<file path="config.mk">
export PLATFORM = sky130hd
export DESIGN_NAME = traffic_ctrl_param
export DESIGN_NICKNAME = d
export VERILOG_FILES = /design/src/rtl/traffic_ctrl_param.sv
export SDC_FILE = /design/constraint.sdc
export NUM_CORES = 1
export LEC_CHECK = 0
export CAP_MARGIN = 40
export CORE_ASPECT_RATIO = 1.1
export CORE_MARGIN = 2
export CORE_UTILIZATION = 38
export DETAILED_ROUTE_END_ITERATION = 16
export DONT_BUFFER_PORTS = 1
export SYNTH_ARGS = -nofsm -noshare
export SYNTH_HDL_FRONTEND = slang
export SYNTH_SLANG_ARGS = --single-unit
</file>
<file path="constraint.sdc">
create_clock -name clock -period 2.4 [get_ports clock]
set_input_delay 0.48 -clock clock [delete_from_list [all_inputs] [get_ports clock]]
set_output_delay 0.48 -clock clock [all_outputs]
set_load 0.01 [all_outputs]
</file>
<file path="src/rtl/traffic_ctrl_param.sv">
// Highway/country-road signal sequencer with parameterised phase timing.
// Optional pedestrian request path enabled by defining PED_REQ_EN.
module traffic_ctrl_param #(
   parameter int CNT_W           = 8,
   parameter int HWY_MIN_GREEN   = 6,
   parameter int CNTRY_MAX_GREEN = 10,
   parameter int Y2RDELAY        = 3,
   parameter int R2GDELAY        = 2
) (
   input  logic       clock,
   input  logic       clear_n,
   input  logic       X,
`ifdef PED_REQ_EN
   input  logic       ped_req,
   output logic       walk,
`endif
   output logic [1:0] hwy,
   output logic [1:0] cntry,
   output logic [2:0] state
);

   localparam logic [1:0] RED    = 2'd0;
   localparam logic [1:0] YELLOW = 2'd1;
   localparam logic [1:0] GREEN  = 2'd2;

   localparam logic [2:0] S0 = 3'd0;
   localparam logic [2:0] S1 = 3'd1;
   localparam logic [2:0] S2 = 3'd2;
   localparam logic [2:0] S3 = 3'd3;
   localparam logic [2:0] S4 = 3'd4;
   localparam logic [2:0] S5 = 3'd5;

   localparam int TMAX = (1 << CNT_W);

   localparam bit BAD_PARAM =
      (HWY_MIN_GREEN   < 1) || (HWY_MIN_GREEN   >= TMAX) ||
      (CNTRY_MAX_GREEN < 1) || (CNTRY_MAX_GREEN >= TMAX) ||
      (Y2RDELAY        < 1) || (Y2RDELAY        >= TMAX) ||
      (R2GDELAY        < 1) || (R2GDELAY        >= TMAX);

   generate
      if (BAD_PARAM) begin : g_bad_param
         $error("traffic_ctrl_param: timing parameters must be in [1, 2**CNT_W-1]");
      end
   endgenerate

   // Timer value seen at the deciding edge of the last cycle of each phase
   localparam logic [CNT_W-1:0] HMG_L = CNT_W'(HWY_MIN_GREEN - 1);
   localparam logic [CNT_W-1:0] CMG_L = CNT_W'(CNTRY_MAX_GREEN - 1);
   localparam logic [CNT_W-1:0] Y_L   = CNT_W'(Y2RDELAY - 1);
   localparam logic [CNT_W-1:0] R_L   = CNT_W'(R2GDELAY - 1);

   logic [CNT_W-1:0] timer;
   logic [2:0]       state_d;
   logic [1:0]       hwy_d, cntry_d;
   logic             go_x, cg_end;

`ifdef PED_REQ_EN
   localparam int               PED_MIN = (CNTRY_MAX_GREEN < 4) ? CNTRY_MAX_GREEN : 4;
   localparam logic [CNT_W-1:0] PED_L   = CNT_W'(PED_MIN - 1);

   logic req, req_d, walk_d;

   // A latched request forces the highway to yield and pins country green
   // for the pedestrian minimum even if cars leave.
   assign go_x   = X | req;
   assign cg_end = (timer >= CMG_L) | (~X & ~(req & (timer < PED_L)));
   assign req_d  = ped_req | (req & ~((state == S3) && (state_d == S4)));
   assign walk_d = (state_d == S3) & req_d;

   always_ff @(posedge clock or negedge clear_n) begin
      if (!clear_n) begin
         req  <= 1'b0;
         walk <= 1'b0;
      end else begin
         req  <= req_d;
         walk <= walk_d;
      end
   end
`else
   assign go_x   = X;
   assign cg_end = (timer >= CMG_L) | ~X;
`endif

   always_ff @(posedge clock or negedge clear_n) begin
      if (!clear_n) begin
         state <= S0;
         timer <= '0;
         hwy   <= GREEN;
         cntry <= RED;
      end else begin
         state <= state_d;
         hwy   <= hwy_d;
         cntry <= cntry_d;
         if (state_d != state)
            timer <= '0;
         else if (!(&timer))
            timer <= timer + CNT_W'(1);
      end
   end

   always_comb begin
      state_d = state;
      case (state)
         S0:      if (go_x && (timer >= HMG_L)) state_d = S1;
         S1:      if (timer >= Y_L)             state_d = S2;
         S2:      if (timer >= R_L)             state_d = S3;
         S3:      if (cg_end)                   state_d = S4;
         S4:      if (timer >= Y_L)             state_d = S5;
         S5:      if (timer >= R_L)             state_d = S0;
         default:                               state_d = S0;
      endcase
   end

   // Lights are decoded from the next state so they register with it
   always_comb begin
      hwy_d   = RED;
      cntry_d = RED;
      case (state_d)
         S0:      hwy_d   = GREEN;
         S1:      hwy_d   = YELLOW;
         S3:      cntry_d = GREEN;
         S4:      cntry_d = YELLOW;
         S2, S5:  ;
         default: hwy_d   = GREEN;
      endcase
   end

endmodule

</file>
==> images/wires.png <==
Only two layers are drawn.
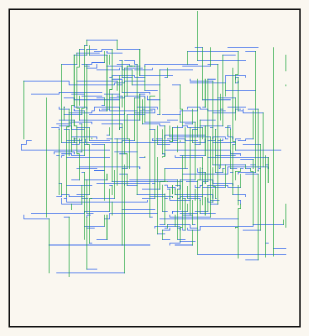
- metal 1: blue (wire length 1,010 µm)
- metal 2: green (wire length 1,140 µm)
overall routed net length: 2270 µm
number of vias after detailed routing: 839
Global Route Usage Sum: 0.178
detail-routed net length per standard cell: 15.8 µm

==> images/flops_by_reg.png <==
Scale bar: 20 µm. Other sequential cells in the stronger grey, the rest of the logic in the fainter grey.
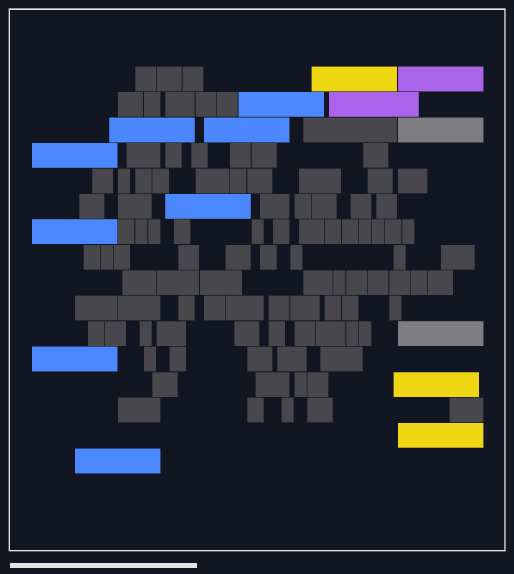
- hwy: purple (placed flops 2)
- state: yellow (placed flops 3)
- timer: blue (placed flops 8)
- not coloured: 2
sequential share of cell area: 0.346
register area: 377 µm²
Seq group: 0.000468 W
Layout Utilization: 0.436

==> flow report <==
==============================================================================
Outcome                                                           complete, no violations
Cell type with the largest total area after synthesis             sky130_fd_sc_hd__dfrtp_1
Comb/total area                                                          0.529
Worst slew slack as a fraction of its limit                              0.572
Largest cells by area after synthesis                             sky130_fd_sc_hd__dfrtp_1 (35%), sky130_fd_sc_hd__ha_1 (5.0%), sky130_fd_sc_hd__mux2i_1 (4.0%)
Endpoint of the worst hold path                                   hwy[0]$_DFF_PN0_
Worst endpoint data arrival time                                       2.41 ns
Flop Count                                                                  15
R2R Path Start                                                    timer[0]$_DFFE_PN0P_
Number of buffers created by CTS                                             3
Antenna Diode Count                                                          0
CP endpoint                                                       state[0]$_DFF_PN0_
Number of standard cells in the layout, taps in and fillers out            144
Power consumption                                                    0.00124 W
Buffers added on ports                                                       0
Switching Fraction                                                       0.470
Crit end category                                                    flip-flop
Delay contributed by the slowest stage of the critical path            0.55 ns
Max-slew violation count                                                     0
CTS tree                                                                  done
Layer carrying the most global-route usage                                met2
Number of clock sinks                                                       15
Int Power                                                           0.000657 W
Number of global-route vias before repair                                  864
Clock buffer count in the final layout                                       3
Clock latency on the worst-skew pair                                   0.28 ns
Starting density of the core                                             0.399
Critical Path Start                                               timer[0]$_DFFE_PN0P_
Post-cts repair resize count                                                 0
Top logic cells by instance count in the layout                   sky130_fd_sc_hd__dfrtp_1 (14), sky130_fd_sc_hd__nand2_1 (9), sky130_fd_sc_hd__nor3_1 (8)
Area after DPL                                                     0.00103 mm²
Number of tapcells                                                          31
Final Hold Viols                                                             0
Final Cycle Share                                                        0.943
Via/cell ratio                                                            5.83
Synthesized-area fraction occupied by and/or/nand/nor cells              0.285
Sequential fraction of the synthesis area                                0.378
Cell depth of the worst hold path                                            2
Xor/xnor share                                                          0.0176
Post-synth top flop                                               sky130_fd_sc_hd__dfrtp_1
Cell Type Count                                                             40
Post-synthesis mux area share                                           0.0402
Worst-margin pin slew                                                 0.640 ns
Top achievable clock speed                                             442 MHz
List of most frequent post-synthesis cells                        sky130_fd_sc_hd__dfrtp_1 (14), sky130_fd_sc_hd__nand2_1 (9), sky130_fd_sc_hd__nor3_1 (8)
Core ar.                                                           0.00250 mm²
Top area contributor share                                               0.352
Top routing layer used                                                    met4
Layout multi-input combinational cell count                                 82
Fraction of final layout cells sized beyond drive strength 1             0.133
Number of synthesized flops with an enable pin                               0
Reg2reg path depth                                                           6
Number of buffers between clock root and the deepest sink                    2
Met3 routed WL                                                          107 µm
Met2 Use GR                                                              0.305
Crit path time final                                                   2.26 ns
==============================================================================
Power figures rest on the tool's default switching activity, not on a simulated workload.
